$ cat config.mk
export PLATFORM = sky130hd
export DESIGN_NAME = fit_out_merge_flat
export DESIGN_NICKNAME = d
export VERILOG_FILES = /design/src/rtl/fit_out_merge_pkg.sv /design/src/rtl/fit_out_merge_if.sv /design/src/rtl/fit_out_merge_rr_pick.sv /design/src/rtl/fit_out_merge.sv /design/src/flat_wrapper.sv
export SDC_FILE = /design/constraint.sdc
export NUM_CORES = 1
export LEC_CHECK = 0
export CAP_MARGIN = 10
export CORE_UTILIZATION = 40
export DETAILED_ROUTE_END_ITERATION = 10
export MAX_ROUTING_LAYER = met4
export PLACE_DENSITY = 0.81
export SLEW_MARGIN = 20
export SYNTH_ARGS = -nofsm -noshare
export SYNTH_HDL_FRONTEND = slang
export SYNTH_SLANG_ARGS = --single-unit
$ cat constraint.sdc
create_clock -name clock -period 2.8 [get_ports clock]
set_input_delay 0.28 -clock clock [delete_from_list [all_inputs] [get_ports clock]]
set_output_delay 0.28 -clock clock [all_outputs]
set_load 0.005 [all_outputs]
$ cat src/rtl/fit_out_merge_pkg.sv
// fit_out_merge_pkg
// Shared definitions for the fitter output merger: parameter defaults and
// the FSM state encoding, which is also exported on the debug state output.
package fit_out_merge_pkg;

  localparam int NCH_DEF       = 4;
  localparam int W_DEF         = 32;
  localparam int MAX_BURST_DEF = 16;

  typedef enum logic [1:0] {
    S_IDLE    = 2'd0,
    S_SELECT  = 2'd1,
    S_XFER    = 2'd2,
    S_SEND_EE = 2'd3
  } state_t;

endpackage

$ cat src/rtl/fit_out_merge_if.sv
// fit_out_merge_if
// Bundles the channel-side FIFO signals and the merged output stream.
//   ch_enable[NCH]   participation mask (used when the merger is idle)
//   ch_empty[NCH]    FWFT FIFO empty flags
//   ch_data[NCH*W]   FIFO head words, channel i at [i*W +: W]
//   ch_ee[NCH]       head word is that channel's end-event marker
//   ch_re[NCH]       FIFO read strobes (at most one high)
//   out_afull        downstream almost-full
//   out_data/we/ee   merged output word, write strobe, end-event qualifier
//   busy, dbg_state  status and FSM state for observation
//
// Handshake: a channel word moves in a cycle where ch_re[i]=1, which the
// merger only raises while ch_empty[i]=0; the FIFO pops on that clock edge.
// Downstream takes every cycle with out_we=1; it throttles by raising
// out_afull, and no read or write is launched in a cycle where it is high
// (the registered write lands one cycle after its launch).
interface fit_out_merge_if
  import fit_out_merge_pkg::*;
#(
  parameter int NCH = NCH_DEF,
  parameter int W   = W_DEF
);
  logic [NCH-1:0]   ch_enable;
  logic [NCH-1:0]   ch_empty;
  logic [NCH*W-1:0] ch_data;
  logic [NCH-1:0]   ch_ee;
  logic [NCH-1:0]   ch_re;
  logic             out_afull;
  logic [W-1:0]     out_data;
  logic             out_we;
  logic             out_ee;
  logic             busy;
  state_t           dbg_state;

  modport master (
    input  ch_enable, ch_empty, ch_data, ch_ee, out_afull,
    output ch_re, out_data, out_we, out_ee, busy, dbg_state
  );

  modport slave (
    output ch_enable, ch_empty, ch_data, ch_ee, out_afull,
    input  ch_re, out_data, out_we, out_ee, busy, dbg_state
  );
endinterface

$ cat src/rtl/fit_out_merge_rr_pick.sv
// rr_pick
// Combinational round-robin search: returns the first set bit of req at or
// after index ptr, wrapping modulo N.
//   req[N]    request vector
//   ptr[PW]   starting index
//   grant[PW] index of the chosen request
//   valid     some request was set
module rr_pick #(
  parameter int N  = 4,
  parameter int PW = (N > 1) ? $clog2(N) : 1
) (
  input  logic [N-1:0]  req,
  input  logic [PW-1:0] ptr,
  output logic [PW-1:0] grant,
  output logic          valid
);

  // Walk from the farthest offset down to offset 0 so the nearest request
  // to ptr is the last one written and wins.
  always_comb begin
    grant = '0;
    valid = 1'b0;
    for (int k = N - 1; k >= 0; k--) begin
      if (req[(int'(ptr) + k) % N]) begin
        valid = 1'b1;
        grant = PW'((int'(ptr) + k) % N);
      end
    end
  end

endmodule

$ cat src/rtl/fit_out_merge.sv
// fit_out_merge
// Merges NCH fitter output FIFOs into one stream, event by event. Each
// enabled channel is drained in round-robin bursts of up to MAX_BURST words
// until its end-event marker is read; markers are swallowed, and once every
// enabled channel has delivered its marker a single merged end-event word
// carrying an 8-bit event counter is written.
//   clock, reset  single clock, synchronous active-high reset
//   bus           fit_out_merge_if master modport (see interface header)
module fit_out_merge
  import fit_out_merge_pkg::*;
#(
  parameter int NCH       = NCH_DEF,
  parameter int W         = W_DEF,
  parameter int MAX_BURST = MAX_BURST_DEF
) (
  input  logic            clock,
  input  logic            reset,
  fit_out_merge_if.master bus
);

  localparam int PW = (NCH > 1) ? $clog2(NCH) : 1;
  localparam int BW = $clog2(MAX_BURST + 1);

  state_t         r_state, w_next;
  logic [NCH-1:0] r_active, r_seen;
  logic [PW-1:0]  r_ptr, r_g;
  logic [BW-1:0]  r_burst;
  logic [7:0]     r_evt;
  logic [W-1:0]   r_out_data;
  logic           r_out_we, r_out_ee;

  logic [NCH-1:0] w_req, w_re;
  logic [PW-1:0]  w_pick, w_ptr_nxt;
  logic           w_pick_vld, w_all_seen;
  logic           w_head_empty, w_head_ee, w_rd, w_last;
  logic [W-1:0]   w_head_data;

  // Only channels that are enabled, still owe their marker, and hold data
  // may be granted; an empty channel is revisited on a later pass.
  assign w_req      = r_active & ~r_seen & ~bus.ch_empty;
  assign w_all_seen = ((r_active & ~r_seen) == '0);

  rr_pick #(.N(NCH), .PW(PW)) u_rr_pick (
    .req   (w_req),
    .ptr   (r_ptr),
    .grant (w_pick),
    .valid (w_pick_vld)
  );

  always_comb begin
    w_head_data = '0;
    for (int i = 0; i < NCH; i++) begin
      if (r_g == PW'(i)) w_head_data = bus.ch_data[i*W +: W];
    end
  end

  assign w_head_empty = bus.ch_empty[r_g];
  assign w_head_ee    = bus.ch_ee[r_g];
  assign w_ptr_nxt    = (r_g == PW'(NCH - 1)) ? '0 : r_g + 1'b1;

  // Reset gates the strobe so no FIFO word is popped while being abandoned.
  assign w_rd   = (r_state == S_XFER) && !w_head_empty && !bus.out_afull && !reset;
  // The read that consumes the marker or fills the burst also ends the
  // grant, so a channel switch costs only the one SELECT cycle.
  assign w_last = w_head_ee || (r_burst == BW'(MAX_BURST - 1));

  always_comb begin
    w_re = '0;
    if (w_rd) w_re[r_g] = 1'b1;
  end

  always_comb begin
    w_next = r_state;
    case (r_state)
      S_IDLE:    if (bus.ch_enable != '0) w_next = S_SELECT;
      S_SELECT: begin
        if (w_all_seen)      w_next = S_SEND_EE;
        else if (w_pick_vld) w_next = S_XFER;
      end
      S_XFER: begin
        if (w_head_empty)        w_next = S_SELECT;
        else if (w_rd && w_last) w_next = S_SELECT;
      end
      S_SEND_EE: if (!bus.out_afull) w_next = S_IDLE;
      default:   w_next = S_IDLE;
    endcase
  end

  always_ff @(posedge clock) begin
    if (reset) begin
      r_state    <= S_IDLE;
      r_active   <= '0;
      r_seen     <= '0;
      r_ptr      <= '0;
      r_g        <= '0;
      r_burst    <= '0;
      r_evt      <= '0;
      r_out_data <= '0;
      r_out_we   <= 1'b0;
      r_out_ee   <= 1'b0;
    end else begin
      r_state  <= w_next;
      r_out_we <= 1'b0;
      r_out_ee <= 1'b0;
      case (r_state)
        S_IDLE: begin
          r_active <= bus.ch_enable;
          r_seen   <= '0;
        end
        S_SELECT: begin
          if (!w_all_seen && w_pick_vld) begin
            r_g     <= w_pick;
            r_burst <= '0;
          end
        end
        S_XFER: begin
          if (w_head_empty) begin
            r_ptr <= w_ptr_nxt;
          end else if (w_rd) begin
            if (w_head_ee) begin
              r_seen[r_g] <= 1'b1;
              r_ptr       <= w_ptr_nxt;
            end else begin
              r_out_we   <= 1'b1;
              r_out_data <= w_head_data;
              r_burst    <= r_burst + 1'b1;
              if (w_last) r_ptr <= w_ptr_nxt;
            end
          end
        end
        S_SEND_EE: begin
          if (!bus.out_afull) begin
            r_out_we   <= 1'b1;
            r_out_ee   <= 1'b1;
            r_out_data <= W'(r_evt);
            r_evt      <= r_evt + 8'd1;
          end
        end
        default: ;
      endcase
    end
  end

  assign bus.ch_re     = w_re;
  assign bus.out_data  = r_out_data;
  assign bus.out_we    = r_out_we;
  assign bus.out_ee    = r_out_ee;
  assign bus.busy      = (r_state != S_IDLE);
  assign bus.dbg_state = r_state;

endmodule

$ cat src/flat_wrapper.sv
// flat-port wrapper written by rule: the top's interface ports become plain ports
module fit_out_merge_flat import fit_out_merge_pkg::*;
#(
  parameter int NCH       = NCH_DEF,
  parameter int W         = W_DEF,
  parameter int MAX_BURST = MAX_BURST_DEF
)
  (clock, reset, bus_ch_enable, bus_ch_empty, bus_ch_data, bus_ch_ee, bus_out_afull, bus_ch_re, bus_out_data, bus_out_we, bus_out_ee, bus_busy, bus_dbg_state);
  fit_out_merge_if #(.NCH(NCH), .W(W)) bus_i ();
  input  logic clock;
  input  logic reset;
  input wire logic [$bits(bus_i.ch_enable)-1:0] bus_ch_enable;
  input wire logic [$bits(bus_i.ch_empty)-1:0] bus_ch_empty;
  input wire logic [$bits(bus_i.ch_data)-1:0] bus_ch_data;
  input wire logic [$bits(bus_i.ch_ee)-1:0] bus_ch_ee;
  input wire logic [$bits(bus_i.out_afull)-1:0] bus_out_afull;
  output wire logic [$bits(bus_i.ch_re)-1:0] bus_ch_re;
  output wire logic [$bits(bus_i.out_data)-1:0] bus_out_data;
  output wire logic [$bits(bus_i.out_we)-1:0] bus_out_we;
  output wire logic [$bits(bus_i.out_ee)-1:0] bus_out_ee;
  output wire logic [$bits(bus_i.busy)-1:0] bus_busy;
  output wire logic [$bits(bus_i.dbg_state)-1:0] bus_dbg_state;
  assign bus_i.ch_enable = bus_ch_enable;
  assign bus_i.ch_empty = bus_ch_empty;
  assign bus_i.ch_data = bus_ch_data;
  assign bus_i.ch_ee = bus_ch_ee;
  assign bus_i.out_afull = bus_out_afull;
  assign bus_ch_re = bus_i.ch_re;
  assign bus_out_data = bus_i.out_data;
  assign bus_out_we = bus_i.out_we;
  assign bus_out_ee = bus_i.out_ee;
  assign bus_busy = bus_i.busy;
  assign bus_dbg_state = bus_i.dbg_state;
  fit_out_merge #(.NCH(NCH), .W(W), .MAX_BURST(MAX_BURST)) u_core (.clock(clock), .reset(reset), .bus(bus_i));
endmodule
Run 1, routing congestion map:
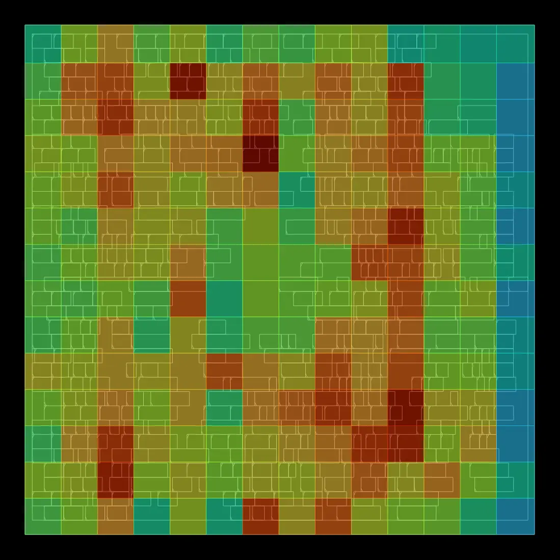
met1 Use GR: 29.67%
DR WL/cell: 16.33 µm

Run 1, signal wires on met1:
Supply wires on this layer in grey.
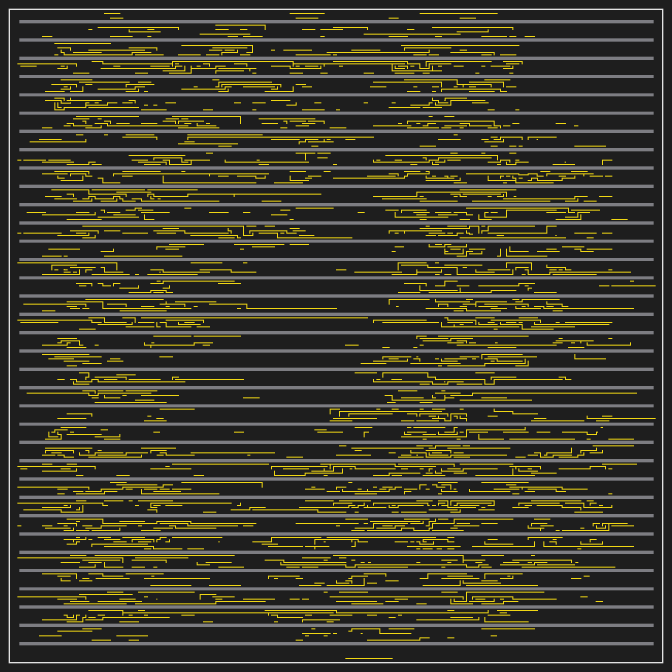
The layer holds 43% of the routed length. 645 nets have wire on it.

Run 1, cells coloured by class:
Scale bar: 20 µm. Fill, decap, tap and diode cells in grey.
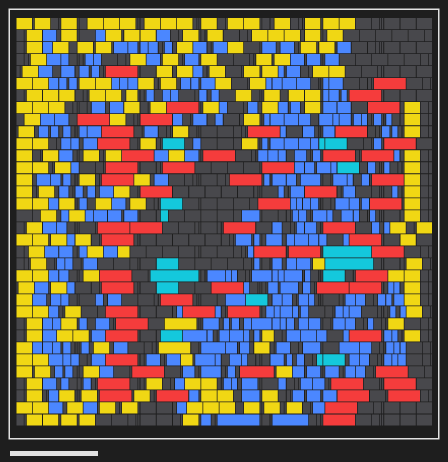
Key: cyan = clock drivers and dummy loads [cells 16, share of their area 4.3%]; blue = combinational and other logic [cells 329, share of their area 39%]; yellow = other buffers and delay cells [cells 190, share of their area 34%]; red = flops [cells 61, share of their area 22%]
cell area after layout: 5687 µm²
Seq area share: 21.50%
core area: 8721 µm²

Run 1, cell area per tile:
The die is cut into 10 by 10 equal tiles; white is low, dark blue is high, 0 to 100% covered.
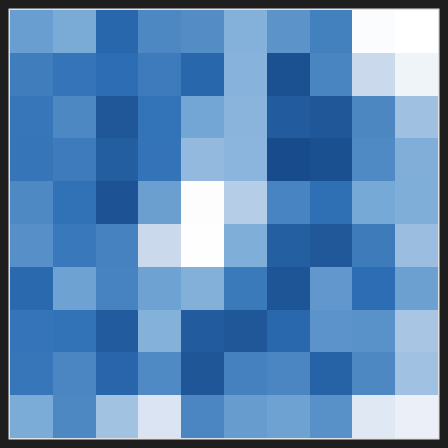
4.0% of the tiles are nearly empty. 23% of the tiles are over 75% full. The mean over all tiles is 59%. The fullest tile reaches 89%.

==> GITHUB_STEP_SUMMARY, run 1 <==
### Yosys + OpenROAD results

| Metric | Value |
|---|---|
| Site Rows | `34` |
| Fmax | `385.1 MHz` |
| Initial antenna violation count | `0` |
| Mapped Cells | `429` |
| Die X | `96.93 µm` |
| Ys Warns | `0` |
| DR iter-0 viols | `111` |
| Final hold violations | `0` |
| Most common cell in the netlist | `dfxtp_1` |
| Async set-reset flop share out of synthesis | `0%` |
| Die H | `96.93 µm` |
| Outcome | `finished, final reports clean` |
| Postcts setup bufs | `0` |
| GR Overflow Total | `0` |
| Least-Margin Pin Slew | `~0.78 ns` |
| DP Wirelength | `8.911 mm` |
| CTS max path bufs | `2` |
| CTS tree | `done` |
| CTS buffer count | `9` |
| Worst setup path class | `flip-flop to output pin` |
| Min-delay src | `u_core.bus.out_data[3]` |
| Cell Type Count | `53` |
| Routability congestion estimate | `0.9198` |
| Stage-log warning count | `29` |
| Max cap viols | `0` |
| Largest net degree at the start of global routing | `around 43` |
| Max-area cell share | `33.88%` |
| Worst Hold Class | `flip-flop to flip-flop` |
| Post-place setup slack | `0.2088 ns` |
| Area of the mapped netlist | `3605 µm²` |
| First-pass GRT wire length | `between 15 and 20 mm` |
| Via density per instance | `5.582` |
| CTS Sinks | `between 60 and 70` |
| Post-Route WL | `roughly 11 mm` |
| Residual DRC | `0` |
| Fp_density | `41.33%` |
| Met3 WL | `613 µm` |
| Mean post-synth cell area | `8.403 µm²` |
| H-tree levels | `3` |
| Hold_buf cts | `0` |
| Gr busiest metal | `met2` |
| Top cells by count, synth | `dfxtp_1, a21oi_1, nand2_1` |
| P&R area growth vs syn | `57.76%` |
| Leading area contributor after synthesis | `dfxtp_1` |
| Setup TNS | `0 ns` |
| Leak | `roughly 2.0 nW` |
| Yosys Chip Area | `around 3600 µm²` |
| Clk_lat worst skew | `0.34 ns` |
| Number of enable flip-flop cells | `0` |
| Period utilization | `between 90 and 100%` |
| Slew margin rel. | `about 48%` |
| GRT Overall Usage | `24.80%` |
| Worst vdd ir | `0.2786 mV` |
| Clk slew on worst S/H paths | `about 0.070 ns` |
| CP Data Arrival Time | `2.32 ns` |
| Dpl cell area | `5443 µm²` |
| Layout cells sized above 1 | `roughly 6.4%` |
| Crit Reg-Reg Startpoint | `u_core.r_g[1]` |
| Final setup margin | `slightly above 0.2 ns` |
| Nets | `741` |
| CP max FO | `10` |
run 1: per-stage QoR:
stage / power, mW / utilization [%] / cells / hold slack (ns)
6_report: 2.446 / 65.21 / 704 / 0.4525
5_1_grt: 2.553 / 65.21 / 704 / 0.4685
4_1_cts: 2.454 / 65.19 / 704 / 0.4535
2_1_floorplan: 1.210 / - / 429 / 0.4132
3_5_place_dp: 1.508 / 62.41 / 688 / 0.4458
3_3_place_gp: 1.497 / 62.41 / 688 / 0.4399
run 1: layout make-up:
type	instances	area (µm²)
fill	721	3034
multi-input combinational	323	2157
timing repair buffer	190	1909
sequential	61	1222
clock buffer	12	145.1
tap	108	135.1
clock inverter	4	95.09
inverter	6	22.52
run 1: path summary, 6_finish.rpt:
check | depth (start not counted) | slack, ns | end
min | 2 | 0.45 | u_core.bus.out_data[3]
max reg2reg | 6 | 0.50 | u_core.bus.out_data[23]
min reg2reg | 2 | 0.45 | u_core.bus.out_data[3]
max | 4 | 0.20 | bus_ch_re[3]
run 1: critical path, cell delays in order (launching register included):
cell and delay (ns):
dfxtp_2 0.44, mux4_2 0.63, nor2_2 0.25, and2_1 0.16, clkdlybuf4s50_1 0.50
run 1: registers in the layout, indices dropped and copies added (netlist names):
signal	count
u_core.bus.out_we	1
u_core.r_g	2
u_core.r_seen	4
u_core.bus.out_data	32
u_core.r_evt	8
u_core.r_ptr	2
u_core.r_burst	5
u_core.bus.dbg_state	2
u_core.r_active	4
u_core.bus.out_ee	1
run 1: placed cells by master (no fill, tap or decap), types with 3 or more instances in the layout:
| cell type | netlist | layout |
|---|---|---|
| o311ai_0 | 8 | 8 |
| o2bb2ai_1 | 24 | 24 |
| dfxtp_1 | 61 | 60 |
| bufinv_16 | 0 | 3 |
| o21ai_0 | 4 | 4 |
| ha_1 | 7 | 5 |
| nor3_1 | 28 | 28 |
| a22o_1 | 4 | 4 |
| clkdlybuf4s50_1 | 0 | 183 |
| nand3_1 | 6 | 6 |
| nor2_1 | 17 | 16 |
| buf_4 | 1 | 5 |
| and2_1 | 5 | 5 |
| xor2_1 | 5 | 5 |
| mux2i_1 | 4 | 4 |
| nor4_1 | 3 | 3 |
| clkbuf_8 | 2 | 10 |
| and3_1 | 3 | 3 |
| inv_1 | 6 | 6 |
| nor3b_1 | 4 | 4 |
| o211ai_1 | 9 | 9 |
| a21oi_1 | 43 | 43 |
| a221oi_1 | 32 | 32 |
| a31oi_1 | 4 | 4 |
| nand2_1 | 40 | 40 |
| nor2b_1 | 39 | 38 |
| nand4_1 | 3 | 3 |
run 1: power breakdown:
group / internal (mW) / switching (mW) / leakage (nW) / total (mW)
registers: 0.897 / 0.0334 / 0.494 / 0.930
clock network: 0.615 / 0.339 / 0.121 / 0.954
logic: 0.336 / 0.226 / 1.35 / 0.562
total: 1.85 / 0.598 / 1.96 / 2.45
run 1: logic make-up (layout without fill, tap and decap cells):
group	count (synthesis)	count (layout)	synth area share, %
fa+ha+maj	7	7	2.430
compound gates	142	142	29.12
simple gates	159	159	23.22
mux	8	8	3.089
flops	61	61	33.88
buf+inv	45	212	6.560
xor+xnor	7	7	1.701
## Run 2: what changed since run 1
--- a/config.mk
+++ b/config.mk
@@ -6,10 +6,10 @@
 export NUM_CORES = 1
 export LEC_CHECK = 0
 export CAP_MARGIN = 10
-export CORE_UTILIZATION = 40
+export CORE_UTILIZATION = 45
 export DETAILED_ROUTE_END_ITERATION = 10
+export DONT_BUFFER_PORTS = 1
 export MAX_ROUTING_LAYER = met4
-export PLACE_DENSITY = 0.81
 export SLEW_MARGIN = 20
 export SYNTH_ARGS = -nofsm -noshare
 export SYNTH_HDL_FRONTEND = slang
Run 2, routing congestion map:
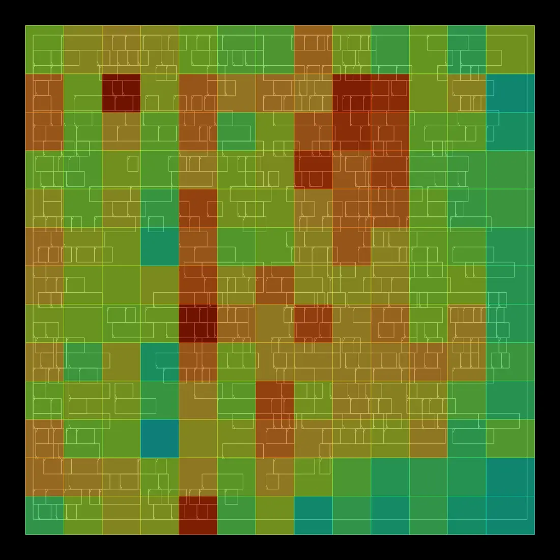
DR WL/cell: 19.97 µm
grt met3 use: 4.439%

Run 2, signal wires on met1:
Supply wires on this layer in grey.
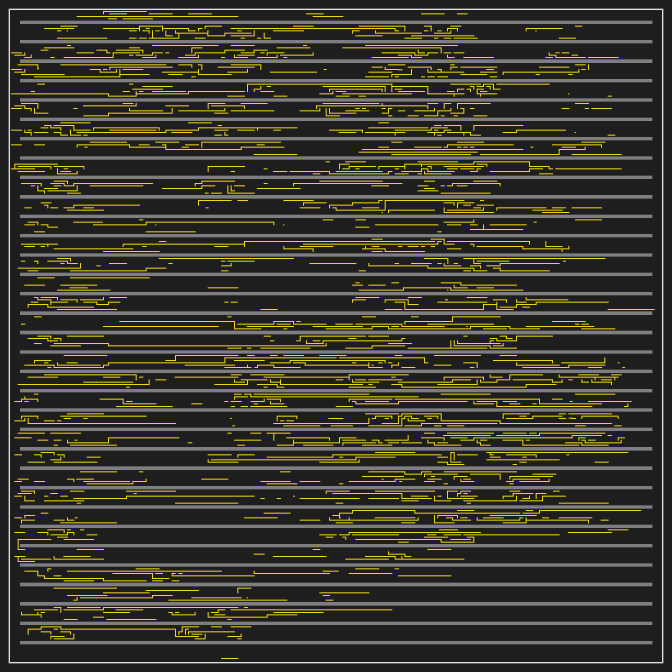
The layer holds 43% of the routed length. The longest straight run is 30.6 µm.
vias post-DR: 3,289
Post-Route WL: 10.30 mm
met1 Use GR: 31.14%

==> run 2 against run 1 <==
Against the previous run:
- synthesized area unchanged
- critical endpoint is now u_core.bus.out_data[30]
- fmax is 9.3% higher
- via count down 16%
- sequential share of layout area increased by 11 points
- sequential cell count did not move
- utilization is 16 points lower
- largest cell class unchanged
==> GITHUB_STEP_SUMMARY, run 2 <==
### Yosys + OpenROAD results

| Metric | Value |
|---|---|
| Outcome | `finished, final reports clean` |
| Postcts setup bufs | `0` |
| Clk_lat worst skew | `0.33 ns` |
| Power Internal | `1.574 mW` |
| R2R depth | `5` |
| Die H | `91.50 µm` |
| CTS tree | `done` |
| Net Sw Frac | `25.88%` |
| Fp_density | `between 40 and 50%` |
| Min-delay src | `reset` |
| Async set-reset flop share out of synthesis | `0%` |
| Residual DRC | `0` |
| Total cells reported by yosys after synthesis | `429` |
| First-pass GRT wire length | `15.45 mm` |
| CTS buffer count | `9` |
| Post-synthesis sequential area ratio | `between 30% and 40%` |
| Cell Type Count | `53` |
| Post-DRT Antenna Nets | `0` |
| Hold_buf cts | `0` |
| Fmax | `421.0 MHz` |
| Post_cts resized | `0` |
| Final hold violations | `0` |
| Leading area contributor after synthesis | `dfxtp_1` |
| Area of the mapped netlist | `between 3000 and 4000 µm²` |
| Most numerous logic cells after layout | `dfxtp_1, a21oi_1, nand2_1, nor2b_1, a221oi_1` |
| Least-Margin Pin Slew | `0.8454 ns` |
| Clk slew on worst S/H paths | `0.06 ns` |
| Number of enable flip-flop cells | `0` |
| Via density per instance | `~6.4` |
| Period utilization | `between 80% and 90%` |
| GR Overflow Total | `0` |
| Top cells by count, synth | `dfxtp_1, a21oi_1, nand2_1` |
| Initial antenna violation count | `0` |
| Worst vdd ir | `0.1884 mV` |
| Hold endpoint | `u_core.r_ptr[0]` |
| Site Rows | `32` |
| Yosys Chip Area | `3605 µm²` |
| Ys Warns | `0` |
| Final setup viols | `0` |
| Mean post-synth cell area | `8.403 µm²` |
| Net Sw Power | `0.5496 mW` |
| Stage-log warning count | `29` |
| Die X | `91.50 µm` |
| Combinational share of power | `14.2%` |
| Crit-path slowest cell | `mux4_1` |
| CP max stage delay | `between 0.7 and 0.8 ns` |
| Drt first pass iters | `4` |
| GRT Overall Usage | `24.18%` |
| CP max FO | `24` |
| Highest-count logic cell in the final layout | `dfxtp_1` |
| Reg2Reg Setup Slack | `0.42 ns` |
| Leak | `1.255 nW` |
| Clk pwr share | `a little over two fifths` |
| P&R area growth vs syn | `5.727%` |
| CP Cell Sequence | `mux4_1, nor2_1, o21a_1, nor2_4, o2bb2ai_1` |
| WHS Path Cells | `1` |
| Slew margin rel. | `43.50%` |
| H-tree levels | `3` |
| Max-area cell share | `33.88%` |
| Nets | `approximately 560` |
| CP Data Arrival Time | `2.56 ns` |
| Max reg flops | `32` |
| Largest net degree at the start of global routing | `39` |
| CTS Sinks | `about 61` |
| Most common cell in the netlist | `dfxtp_1` |
| DP Wirelength | `7.629 mm` |
| Routability congestion estimate | `between 0.8 and 0.9` |
| Overall Power | `between 2 and 2.5 mW` |
| CTS max path bufs | `2` |
| Core area | `7727 µm²` |
| Crit Reg-Reg Startpoint | `u_core.r_g[0]` |
| Max cap viols | `0` |
| Register area | `1221 µm²` |
| Mapped Nets | `579` |
| Worst setup path class | `flip-flop to flip-flop` |
| Worst Hold Class | `input port to flip-flop` |
| Mapped Cells | `429` |
| FILL cells | `between 700 and 800` |
| Layout cells sized above 1 | `under 10%` |
| Worst R2R End | `u_core.bus.out_data[30]` |
| Setup crit start kind | `flip-flop` |
| Setup TNS | `0 ns` |
| Sequential share of power | `44.1%` |
| CP Capture Type | `flip-flop` |
| DR iter-0 viols | `approximately 150` |
| Logic area | `2155 µm²` |
run 2: power by group through the flow:
stage / logic (mW) / registers (mW) / clock network, mW
floorplan: 0.279 / 0.932 / 0
global placement: 0.293 / 0.956 / 0
detailed placement: 0.300 / 0.956 / 0
CTS: 0.300 / 0.936 / 0.908
global route: 0.336 / 0.942 / 0.947
finish: 0.301 / 0.937 / 0.887
run 2: layout make-up:
type	instances	area share (%)
clock inverter	4	1.838
multi-input combinational	323	56.53
timing repair buffer	8	1.576
tap	102	3.349
clock buffer	12	4.071
sequential	61	32.04
inverter	6	0.5909
run 2: cell families after synthesis:
logic type | synth area share, %
compound gates | 29.12
xor+xnor | 1.701
fa+ha+maj | 2.430
buf+inv | 6.560
flops | 33.88
mux | 3.089
simple gates | 23.22
run 2: how the worst max path moves through the flow:
stage / startpoint / end
3_5_place_dp: u_core.r_g[0] / u_core.bus.out_data[9]
3_3_place_gp: u_core.r_g[0] / u_core.bus.out_data[19]
2_1_floorplan: u_core.r_g[1] / u_core.bus.out_data[5]
6_report: u_core.r_g[0] / u_core.bus.out_data[30]
5_1_grt: u_core.r_g[1] / u_core.bus.out_data[30]
4_1_cts: u_core.r_g[0] / u_core.bus.out_data[9]
run 2: per-layer routing:
metal  GRT usage (%)  share of wire [%]
met1           31.14                 43
met4           9.127                1.6
met3           4.439                7.2
met5               -                  0
met2           37.59                 48
run 2: through the flow:
step	utilization, %	instances	worst slack [ns]	instance area, µm²	hold WS [ns]
6_report	49.32	516	0.4249	3811	0.01577
5_1_grt	49.32	516	0.2217	3811	0.002119
4_1_cts	49.32	516	0.4282	3811	0.0004491
3_5_place_dp	46.41	500	0.4138	3586	0.3558
3_3_place_gp	46.41	500	0.4165	3586	0.3539
2_1_floorplan	-	429	0.7311	3605	0.4132
run 2: worst max-delay path, delay by kind of cell (launching register included):
family,cells,cell delay [ns]
AOI/OAI and AO/OA,2,0.56
DFF,1,0.52
and+or+nand+nor,2,0.43
muxes,1,0.71
## Run 3: what changed since run 2
==> constraint.sdc (replaced) <==
create_clock -name clock -period 2.5 [get_ports clock]
set_input_delay 0.25 -clock clock [delete_from_list [all_inputs] [get_ports clock]]
set_output_delay 0.25 -clock clock [all_outputs]
set_load 0.005 [all_outputs]
Run 3, I/O nets highlighted:
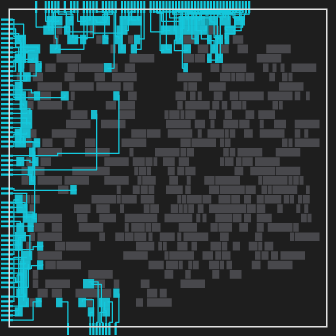
Key: cyan = bus_ch_data [bits 128, direction input, end cells 96, buffers 0, wire 1,340 µm]

Run 3, cell area per tile:
The die is cut into 9 by 9 equal tiles; white is low, dark blue is high, 0 to 100% covered.
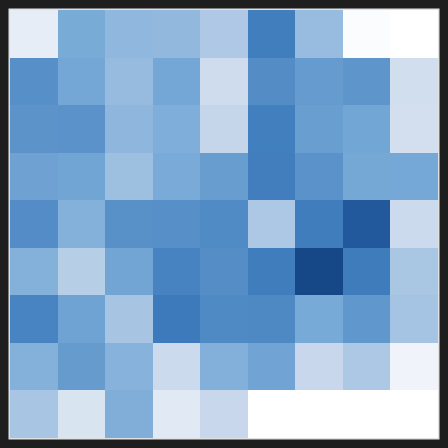
2.5% of the tiles are over 75% full. The mean over all tiles is 45%. 7.4% of the tiles are nearly empty. The emptiest ninth of the die: lower right. The fullest tile reaches 91%.

==> run 3 against run 2 <==
Against the previous run:
- non-clock buffer count grew 4
- sequential share of layout area decreased by 0.41 points
- setup slack got worse by 0.20 ns
- design area grew 1.3%
- die size unchanged
- highest routed layer unchanged
==> GITHUB_STEP_SUMMARY, run 3 <==
### Yosys + OpenROAD results

| Metric | Value |
|---|---|
| Finished Layout Cells | `between 500 and 600` |
| Period utilization | `91.16%` |
| Residual DRC | `0` |
| WHS Path Cells | `1` |
| Die X | `91.50 µm` |
| Hold endpoint | `u_core.r_g[0]` |
| Area of the mapped netlist | `3605 µm²` |
| Clk_lat worst skew | `0.34 ns` |
| Outcome | `finished, final reports clean` |
| Logic area | `about 2200 µm²` |
| Worst R2R End | `u_core.bus.out_data[0]` |
| DR WL/cell | `19.45 µm` |
| Fp_density | `46.65%` |
| Placed insts | `502` |
| Initial antenna violation count | `0` |
| Vias post-DR | `~3,300` |
| Drt first pass iters | `4` |
| Clk slew on worst S/H paths | `approximately 0.060 ns` |
| CTS tree | `done` |
| Overall Power | `2.398 mW` |
| Slew margin rel. | `between 20% and 30%` |
| Setup TNS | `0 ns` |
| Worst setup path class | `flip-flop to output pin` |
| Met1 Use GR | `29.71%` |
| Max-area cell share | `33.88%` |
| Top cells by count, synth | `dfxtp_1, a21oi_1, nand2_1` |
| Crit Reg-Reg Startpoint | `u_core.r_g[1]` |
| Cell Type Count | `53` |
| Fmax | `~440 MHz` |
| Grt met3 use | `6.449%` |
| Met2 usage | `39.04%` |
| Leak | `1.281 nW` |
| Worst Hold Class | `input port to flip-flop` |
| Final hold violations | `0` |
| R2R depth | `8` |
| Least-Margin Pin Slew | `1.069 ns` |
| Routability congestion estimate | `0.8460` |
| First-pass GRT wire length | `15.51 mm` |
| Max cap viols | `0` |
| Site Rows | `32` |
| Yosys Chip Area | `3605 µm²` |
| Register area | `around 1200 µm²` |
| GR Overflow Total | `0` |
| Max reg flops | `32` |
| Most numerous logic cells after layout | `dfxtp_1, a21oi_1, nand2_1, nor2b_1, a221oi_1` |
| Stage-log warning count | `29` |
| CTS max path bufs | `2` |
| CTS buffer count | `9` |
| Ys Warns | `0` |
| Gr busiest metal | `met2` |
| Setup crit start kind | `flip-flop` |
| Min-delay src | `reset` |
| Final setup viols | `0` |
| Post-synthesis sequential area ratio | `~34%` |
| Post-Route WL | `10.11 mm` |
| FILL cells | `782` |
| Core area | `7727 µm²` |
| H-tree levels | `3` |
| CP max FO | `10` |
| Mapped Cells | `429` |
| Nets | `563` |
| DP Wirelength | `~7.5 mm` |
| CP Capture Type | `output pin` |
| CTS Sinks | `a little over 60` |
| Most common cell in the netlist | `dfxtp_1` |
[run 3: cell counts after synthesis]
No cell type changed its count.
[run 3: how the worst max path moves through the flow]
stage | startpoint | endpoint | slack, ns
global route | u_core.r_g[0] | u_core.bus.out_data[0] | 0.009
finish | u_core.r_g[0] | bus_ch_re[0] | 0.22
CTS | u_core.r_g[0] | u_core.bus.out_data[16] | 0.19
floorplan | u_core.r_g[1] | u_core.bus.out_data[5] | 0.43
global placement | u_core.r_g[0] | u_core.bus.out_data[18] | 0.27
detailed placement | u_core.r_g[0] | u_core.bus.out_data[16] | 0.19
[run 3: timing repair]
item                                    CTS  global route
gates resized                             0             1
hold endpoints to repair                 26             0
hold buffers                              2             0
endpoints found under the setup margin    0            26
[run 3: power breakdown]
part           leakage [nW]  internal (mW)  total (mW)  switching, mW
Combinational         0.672          0.150       0.350          0.200
Clock                 0.116          0.613        1.00          0.389
Sequential            0.493           1.00        1.05         0.0416
Total                  1.28           1.77        2.40          0.630
[run 3: layout make-up]
| class | count | share of cell area [%] |
|---|---|---|
| multi-input cells | 323 | 55.85 |
| well taps | 102 | 3.306 |
| inverters | 6 | 0.5835 |
| clock buffers | 12 | 4.019 |
| clock inverters | 4 | 1.815 |
| repair buffers | 12 | 2.788 |
| flip-flops and latches | 61 | 31.64 |
[run 3: cells by family after synthesis]
group | share of synthesized area (%)
AOI/OAI and AO/OA | 29.12
adders and majority gates | 2.430
buffers and inverters | 6.560
and+or+nand+nor | 23.22
DFF | 33.88
muxes | 3.089
xor gates and xnor gates | 1.701
[run 3: layer usage]
metal / wire length, µm / part of all wire, %
met3: 821 / 8.1
met4: 180 / 1.8
met1: 4229 / 42
met2: 4881 / 48
met5: 0 / 0
[run 3: worst max-delay path: stages (launching register included)]
cell and delay, ns:
dfxtp_1 0.53, mux4_2 0.63, nor2_1 0.21, buf_4 0.18
and2_1 0.15
[run 3: per-stage QoR]
stage	cell area [µm²]	setup slack (ns)	hold WS, ns
6_report	3860	0.2210	0.04832
5_1_grt	3860	0.008953	0.04679
4_1_cts	3859	0.1904	0.03639
3_5_place_dp	3613	0.1949	0.3262
3_3_place_gp	3613	0.2740	0.3266
2_1_floorplan	3605	0.4311	0.3832
Power is estimated from default activity; no workload was simulated.
